Fig. 1: run 1, the metal 2 layer
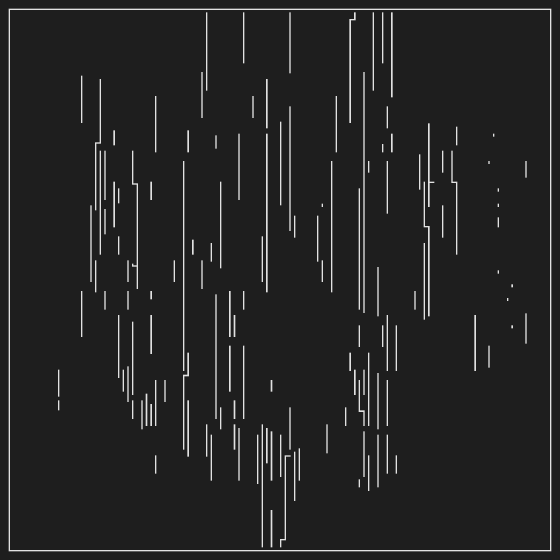
Fig. 2: run 1, signal metal coverage by tile
Bar = 20 um. The die is cut into 11 by 11 equal tiles; dark purple is low, yellow is high, scaled to the fullest tile. Values are wire area over tile area, all layers added.
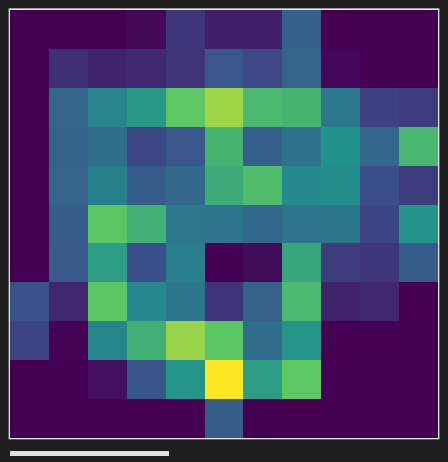
Fig. 3: run 1, M3 wires
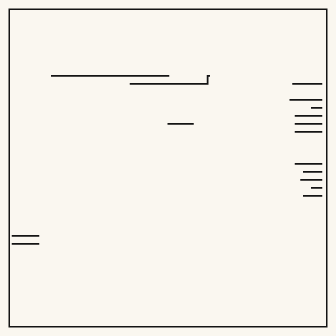
Fig. 4: run 1, clock routing
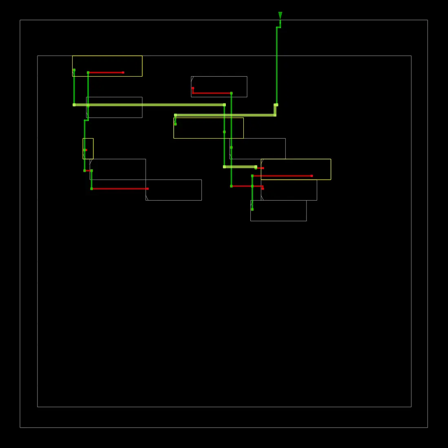
**src/rtl/noc_arb_pkg.sv**
```systemverilog
// Shared types and helpers for the NoC output-port arbiter.
// The optional burst limiter is enabled by defining NOC_ARB_BURST_LIMIT_EN.
package noc_arb_pkg;

   localparam int PORT_L = 0;
   localparam int PORT_N = 1;
   localparam int PORT_E = 2;
   localparam int PORT_W = 3;
   localparam int PORT_S = 4;

   typedef enum logic {
      IDLE  = 1'b0,
      OWNED = 1'b1
   } arb_state_e;

   // Supports one-hot vectors up to 32 bits; callers zero-extend.
   function automatic logic [31:0] onehot_to_idx(input logic [31:0] oh);
      logic [31:0] idx;
      idx = '0;
      for (int i = 0; i < 32; i++)
         if (oh[i]) idx = idx | 32'(i);
      return idx;
   endfunction

endpackage

```
**src/rtl/noc_rr_pick.sv**
```systemverilog
// Rotating priority encoder: the first set req bit at or above the one-hot
// start position wins, wrapping to the lowest set bit.
module noc_rr_pick #(
   parameter int N = 5
) (
   input  logic [N-1:0] req,
   input  logic [N-1:0] start,
   output logic [N-1:0] pick,
   output logic         found
);

   logic [N-1:0] hi_req;
   logic [N-1:0] cand;

   // start-1 is a mask of the positions below start
   assign hi_req = req & ~(start - N'(1));
   assign cand   = (|hi_req) ? hi_req : req;
   assign pick   = cand & (~cand + N'(1));
   assign found  = |req;

endmodule

```
**src/rtl/noc_rr_arbiter.sv**
```systemverilog
// Round-robin output-port arbiter with RTS/DCTS handshake to the downstream router.
// Define NOC_ARB_BURST_LIMIT_EN to force rotation after MAX_BURST grants to one owner.
module noc_rr_arbiter
   import noc_arb_pkg::*;
#(
   parameter int NUM_PORTS = 5,
   parameter int MAX_BURST = 8
) (
   input  logic                         clk,
   input  logic                         rst,
   input  logic [NUM_PORTS-1:0]         req,
   input  logic                         dcts,
   output logic [NUM_PORTS-1:0]         grant,
   output logic [NUM_PORTS-1:0]         xbar_sel,
   output logic [$clog2(NUM_PORTS)-1:0] owner_idx,
   output logic                         owner_vld,
   output logic                         rts
);

   localparam int IDX_W = $clog2(NUM_PORTS);

   arb_state_e           state, state_nxt;
   logic [NUM_PORTS-1:0] owner, owner_nxt;
   logic [NUM_PORTS-1:0] start, pick_req, pick;
   logic                 found, hold, xfer, rts_nxt, force_rot;

   assign hold = rts & ~dcts;
   assign xfer = rts & dcts;

`ifdef NOC_ARB_BURST_LIMIT_EN
   localparam int CNT_W = $clog2(MAX_BURST + 1);
   logic [CNT_W-1:0] burst_cnt;

   assign force_rot = xfer && (burst_cnt == CNT_W'(MAX_BURST - 1)) && |(req & ~owner);

   // Saturates at MAX_BURST-1 so a sole requester can be rotated out later
   always_ff @(posedge clk) begin
      if (rst)
         burst_cnt <= '0;
      else if (state_nxt == IDLE || owner_nxt != owner)
         burst_cnt <= '0;
      else if (xfer && burst_cnt != CNT_W'(MAX_BURST - 1))
         burst_cnt <= burst_cnt + CNT_W'(1);
   end
`else
   logic unused_burst;
   assign unused_burst = ^MAX_BURST;
   assign force_rot    = 1'b0;
`endif

   always_comb begin
      start    = NUM_PORTS'(1);
      pick_req = req;
      if (state == OWNED) begin
         if (force_rot) begin
            start    = {owner[NUM_PORTS-2:0], owner[NUM_PORTS-1]};
            pick_req = req & ~owner;
         end else begin
            start = owner;
         end
      end
   end

   noc_rr_pick #(.N(NUM_PORTS)) u_pick (
      .req   (pick_req),
      .start (start),
      .pick  (pick),
      .found (found)
   );

   always_ff @(posedge clk) begin
      if (rst) begin
         state <= IDLE;
         owner <= '0;
         rts   <= 1'b0;
      end else begin
         state <= state_nxt;
         owner <= owner_nxt;
         rts   <= rts_nxt;
      end
   end

   // Owner is frozen for the whole handshake so the crossbar never switches mid-transfer
   always_comb begin
      state_nxt = state;
      owner_nxt = owner;
      if (!hold) begin
         if (found) begin
            state_nxt = OWNED;
            owner_nxt = pick;
         end else begin
            state_nxt = IDLE;
            owner_nxt = '0;
         end
      end
      rts_nxt = (state == OWNED) && !xfer;
   end

   always_comb begin
      grant     = owner & {NUM_PORTS{xfer}};
      xbar_sel  = owner;
      owner_vld = (state == OWNED);
      owner_idx = IDX_W'(onehot_to_idx(32'(owner)));
   end

endmodule

```
**config.mk**
```make
export PLATFORM = sky130hd
export DESIGN_NAME = noc_rr_arbiter
export DESIGN_NICKNAME = d
export VERILOG_FILES = /design/src/rtl/noc_arb_pkg.sv /design/src/rtl/noc_rr_pick.sv /design/src/rtl/noc_rr_arbiter.sv
export SDC_FILE = /design/constraint.sdc
export NUM_CORES = 1
export LEC_CHECK = 0
export ABC_AREA = 1
export CORE_MARGIN = 2
export CORE_UTILIZATION = 25
export CTS_BUF_LIST = sky130_fd_sc_hd__clkbuf_16
export DETAILED_ROUTE_END_ITERATION = 6
export GPL_TIMING_DRIVEN = 0
export PLACE_DENSITY = 0.47
export SETUP_SLACK_MARGIN = 0.15
export SLEW_MARGIN = 25
export SYNTH_ARGS = -nofsm -noshare
export SYNTH_HDL_FRONTEND = slang
export SYNTH_HIERARCHICAL = 1
export SYNTH_SLANG_ARGS = --single-unit
```
**constraint.sdc**
```tcl
create_clock -name clk -period 4.2 [get_ports clk]
set_input_delay 1.26 -clock clk [delete_from_list [all_inputs] [get_ports clk]]
set_output_delay 1.26 -clock clk [all_outputs]
set_load 0.005 [all_outputs]
```
==> reports/summary.log, run 1 <==
INFO  status         status=completed
INFO  worst_setup_path cp_data_arrival_time=2.49ns
INFO  cells_and_area num-multi-input-gates=81
INFO  cells_and_area area.share.sequential=14.7%
INFO  detailed_routing m1WireLength=732um
INFO  pwr            power.density_cell_area=332nW/um^2
INFO  cells_and_area lay_top_cells=nand2_1 (39), inv_1 (27), nor2_1 (24)
INFO  worst_setup_path worst_setup_path_start_kind=primary input
INFO  detailed_routing detail_route.vias_per_cell=4.06
INFO  pwr            comb_power_share=24.8%
INFO  pwr            power.static_leakage=0.521nW
INFO  global_routing global_route_wire_length_before_repair=2530um
INFO  yosys          yosys-stat-cells=115
INFO  global_routing maximum_number_of_pins_on_one_net_before_global_route_repair=11
INFO  min_path       min_path_type=flop to flop
INFO  yosys          ys.warnings.count=6
INFO  worst_setup_path critical_path.most_common_cell=clkdlybuf4s50_1
INFO  floorplanning  core.rowCount=17
INFO  cells_and_area combAreaFraction=39.1%
INFO  yosys          synth_area_per_cell=5.36um^2
INFO  yosys          synth_compound_gate_area_share=2.03%
INFO  global_routing via_count_of_the_first_global_routing_pass=632
INFO  yosys          ys_seq_share=22.7%
INFO  cts            cts_hold_repair.buffers=0
INFO  final_timing   max_slew.worst_pin.slew=0.283ns
INFO  global_routing routing_usage_on_met1=15.8%
INFO  worst_setup_path max_stage_delay=0.50ns
INFO  cells_and_area mi_logic_area=372um^2
INFO  detailed_routing dr.pass1.iters=4
INFO  pwr            switching_part_of_the_total_power=25.5%
INFO  pwr            internal_power=0.000235W
INFO  floorplanning  die.size.x=53.7um
INFO  pwr            dominant_power_group=clock
INFO  cts            clock_path_buffers=2
INFO  worst_setup_path worst_path_dominant_cell_family=buffers and inverters
INFO  pwr            worst_ir_drop_vdd=233uV
INFO  cells_and_area n_all_buffers=23
INFO  worst_setup_path worstPathBufferInverterCount=2
INFO  final_timing   finalMaxSlewViolations=0
Back to the opening pictures, Fig. 1:
wire length on this layer: 612 um
nets with wire on the layer: 111
main direction: vertical
share of all routed wire: 43%
final WL: 1430 um
fraction of met2 tracks used by global routing: 18.3%
via count of the routed design: 686

Back to the opening pictures, Fig. 2:
densest ninth of the die: south
tiles over half the peak: 21%
fullest tile: 0.29
mean over tiles: 0.079
Routed wire per std cell: 8.47 um
gr usage total: 12.0%

Back to the opening pictures, Fig. 3:
main direction: horizontal
nets with wire on the layer: 15
longest straight run: 19.8 um
wire length on this layer: 87.6 um
share of all routed wire: 6.1%
met3 demand-to-capacity share in global routing: 4.17%

Back to the opening pictures, Fig. 4:
number of buffers created by CTS: 3
clock distribution power: 0.000160 W
clock buffer count in the final layout: 3
clk latency late pin: 0.23 ns

[run 1: metrics by stage]
| step | util (%) | std cells | area [um^2] |
|---|---|---|---|
| 4_1_cts | 41.8 | 169 | 951 |
| 6_report | 41.8 | 169 | 951 |
| 3_5_place_dp | 38.3 | 165 | 872 |
| 2_1_floorplan | - | 115 | 617 |
| 5_1_grt | 41.8 | 169 | 951 |
| 3_3_place_gp | 38.3 | 165 | 872 |
[run 1: sequential cells by signal, summed over array words and instances (netlist names)]
name and flops:
rts 1, xbar_sel 5, owner_vld 1
[run 1: cell usage after synthesis (all sizes together)]
library cell	count	area, um^2
nand2	42	170
inv	26	97.6
nor2	25	96.4
nand3	8	60.1
dfxtp	7	140
and2	1	6.26
buf	1	7.51
ha	1	12.5
nand3b	1	7.51
nand4	1	6.26
o21a	1	7.51
o21ai	1	5.00
Fig. 5: run 1, metal 1
Supply wires on this layer in grey.
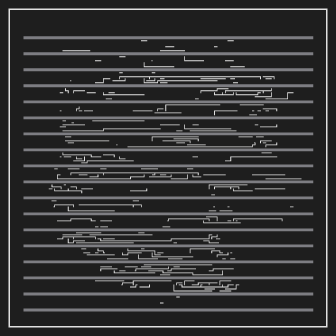

==> run 1 -> run 2 <==
CORE_MARGIN = 5   (was 2)
Fig. 6: run 2, metal 1
Supply wires on this layer in grey.
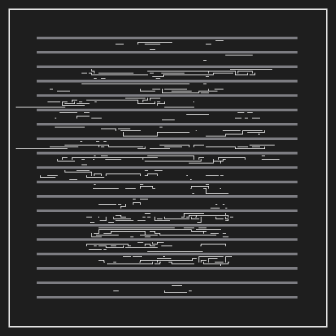
wire length on this layer: 706 um
share of all routed wire: 46%
final WL: 1530 um
routing usage on met1: 11.7%
via count of the routed design: 690

==> reports/summary.log, run 2 <==
INFO  yosys          synth_area_per_cell=5.36um^2 [unchanged]
INFO  yosys          synth_compound_gate_area_share=2.03% [unchanged]
INFO  global_routing global_route_wire_length_before_repair=2470um [was 2530 um]
INFO  status         status=completed [unchanged]
INFO  global_routing via_count_of_the_first_global_routing_pass=615 [was 632]
INFO  detailed_routing avgRoutedWirePerCell=8.96um [was 8.47 um]
INFO  yosys          share_of_flip_flops_with_an_asynchronous_set_or_reset=0% [unchanged]
INFO  worst_setup_path critical_path.most_common_cell=clkdlybuf4s50_1 [unchanged]
INFO  worst_setup_path worst_setup_path_start_kind=primary input [unchanged]
INFO  pwr            worst_ir_drop_vdd=283uV [was 233 uV]
INFO  cts            cts_hold_repair.buffers=0 [unchanged]
INFO  pwr            power.static_leakage=0.521nW [unchanged]
INFO  cells_and_area mi_logic_area=372um^2 [unchanged]
INFO  pwr            clk-power=0.000157W [was 0.000160 W]
INFO  cts            number_of_buffers_created_by_cts=3 [unchanged]
INFO  pwr            comb_power_share=25.2% [was 24.8%]
INFO  cells_and_area num-multi-input-gates=81 [unchanged]
INFO  cells_and_area lay_top_cells=nand2_1 (39), inv_1 (27), nor2_1 (24) [unchanged]
INFO  pwr            power.density_cell_area=329nW/um^2 [was 332 nW/um^2]
INFO  cells_and_area max_ffs_per_register=5 [unchanged]
INFO  pwr            internal_power=0.000235W [about the same]
INFO  cells_and_area n_all_buffers=23 [unchanged]
INFO  pwr            dominant_power_group=clock [unchanged]
INFO  worst_setup_path max_stage_delay=0.51ns [was 0.50 ns]
INFO  yosys          ys.warnings.count=6 [unchanged]
INFO  worst_setup_path cp_data_arrival_time=2.53ns [was 2.49 ns]
INFO  global_routing grt_usage=9.12% [was 12.0%]
INFO  cells_and_area clock_buffer_count_in_the_final_layout=3 [unchanged]
INFO  worst_setup_path worst_path_dominant_cell_family=buffers and inverters [unchanged]
INFO  yosys          yosys-stat-cells=115 [unchanged]
INFO  pwr            switching_part_of_the_total_power=25.1% [was 25.5%]
INFO  yosys          flop_cell=dfxtp_1 [unchanged]
INFO  cells_and_area finish.instance_area=953um^2 [was 951 um^2]
INFO  global_routing maximum_number_of_pins_on_one_net_before_global_route_repair=11 [unchanged]
INFO  yosys          synthMostInstantiatedCell=nand2_1 [unchanged]
INFO  yosys          synth.cells.most_frequent=nand2_1 (39), inv_1 (26), nor2_1 (24) [unchanged]
INFO  placement      placed_instance_area=875um^2 [was 872 um^2]
INFO  yosys          ys_seq_share=22.7% [unchanged]
INFO  detailed_routing detail_route.vias_per_cell=4.04 [was 4.06]
INFO  detailed_routing dr.pass1.iters=4 [unchanged]
INFO  yosys          edf_count=0 [unchanged]
INFO  final_timing   finalMaxSlewViolations=0 [unchanged]
Fig. 7: run 2, the metal 2 layer
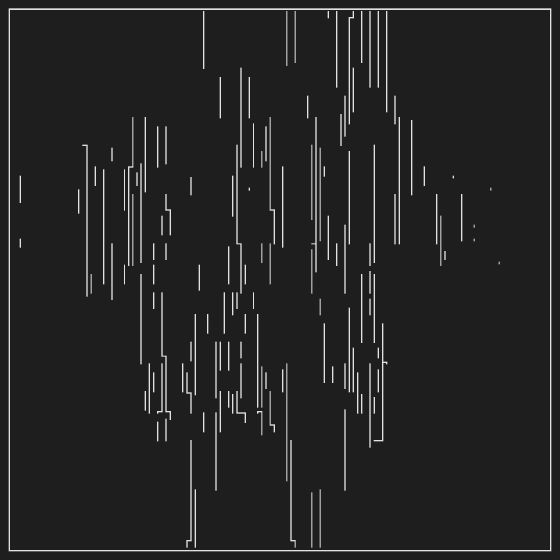
share of all routed wire: 47%
longest straight run: 17.0 um
wire length on this layer: 724 um
main direction: vertical
fraction of met2 tracks used by global routing: 14.0%

## run 2: metrics by stage
stage                     utilization [%]  hold slack, ns  power (W)  setup slack [ns]  instances
after floorplan                         -           0.494   0.000125              1.46        115
after global placement               36.3           0.490   0.000158             0.407        167
after detailed placement             36.3           0.495   0.000159             0.396        167
after CTS                            39.6           0.501   0.000318             0.390        171
after global routing                 39.6           0.510   0.000334             0.324        171
final                                39.6           0.500   0.000314             0.413        171
## run 2: layer usage
| metal | vias to the layer above | routed length [um] | global-route usage (%) |
|---|---|---|---|
| met5 | - | 0 | 0 |
| met4 | 0 | 17 | 1.90 |
| met3 | 2 | 84 | 4.10 |
| met2 | 12 | 723 | 14.0 |
| met1 | 289 | 706 | 11.7 |
| li1 | 387 | - | - |
==> run 2 -> run 3 <==
HOLD_SLACK_MARGIN = 0.02   (was default)
Fig. 8: run 3, M3 wires
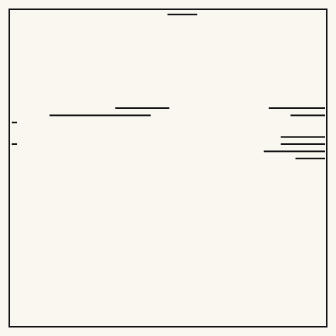
wire length on this layer: 84.6 um
main direction: horizontal
met3 demand-to-capacity share in global routing: 4.10%

==> reports/summary.log, run 3 <==
INFO  pwr            p_total=0.000314W [unchanged]
INFO  worst_setup_path worst_setup_path_start_kind=primary input [unchanged]
INFO  global_routing global_route_wire_length_before_repair=2470um [unchanged]
INFO  detailed_routing dr.pass1.iters=4 [unchanged]
INFO  global_routing maximum_number_of_pins_on_one_net_before_global_route_repair=11 [unchanged]
INFO  detailed_routing met2_wirelength=723um [unchanged]
INFO  yosys          flop_cell=dfxtp_1 [unchanged]
INFO  cts            clock_path_buffers=2 [unchanged]
INFO  global_routing grt_busiest_layer=met2 [unchanged]
INFO  cells_and_area lay_top_cells=nand2_1 (39), inv_1 (27), nor2_1 (24) [unchanged]
INFO  detailed_routing m1WireLength=706um [unchanged]
INFO  cells_and_area post_layout_nonfiller_instances=171 [unchanged]
INFO  detailed_routing maxUsedRoutingLayer=met4 [unchanged]
INFO  placement      worst_case_setup_slack_after_placement=0.396ns [unchanged]
INFO  min_path       min_path_type=flop to flop [unchanged]
INFO  final_timing   finalMaxSlewViolations=0 [unchanged]
INFO  worst_setup_path critical_path.most_common_cell=clkdlybuf4s50_1 [unchanged]
INFO  pwr            power.density_cell_area=329nW/um^2 [unchanged]
INFO  final_timing   hold-worst-slack=0.500ns [unchanged]
INFO  status         status=completed [unchanged]
INFO  yosys          synth_area_per_cell=5.36um^2 [unchanged]
INFO  pwr            switching_part_of_the_total_power=25.1% [unchanged]
INFO  floorplanning  core.rowCount=18 [unchanged]
INFO  pwr            dominant_power_group=clock [unchanged]
INFO  worst_setup_path cp_data_arrival_time=2.53ns [about the same]
INFO  detailed_routing detail_route.vias_per_cell=4.04 [unchanged]
Fig. 9: run 3, signal metal coverage by tile
Bar = 20 um. The die is cut into 12 by 12 equal tiles; dark purple is low, yellow is high, scaled to the fullest tile. Values are wire area over tile area, all layers added.
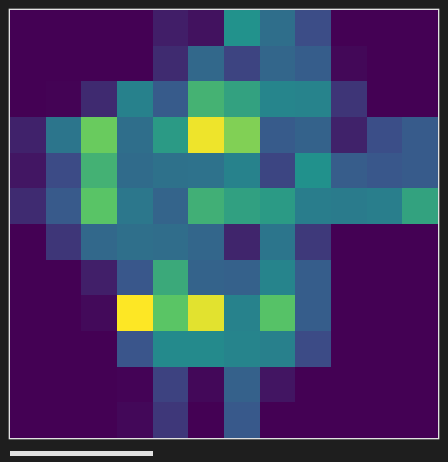
emptiest ninth of the die: south-east
mean over tiles: 0.068
fullest tile: 0.30
nearly empty tiles: 38%
tiles over half the peak: 13%
gr usage total: 9.12%
Routed wire per std cell: 8.96 um

run 3: cell counts in the layout (fill, tap and decap cells not counted):
Identical to the previous run, type by type.
run 3: final cells by class:
cell class,instances,area (um^2)
Inverter,26,97.6
Multi-Input combinational cell,81,372
Fill cell,278,1460
Buffer,1,7.51
Clock buffer,3,75.1
Sequential cell,7,140
Timing Repair Buffer,22,220
Clock inverter,1,3.75
Tap cell,30,37.5
run 3: cells by family after synthesis:
kind of cell	after synthesis	share of synthesized area, %
simple gates	78	56.2
buf+inv	27	17.0
flops	7	22.7
compound gates	2	2.03
fa+ha+maj	1	2.03
Power is estimated from default activity; no workload was simulated.
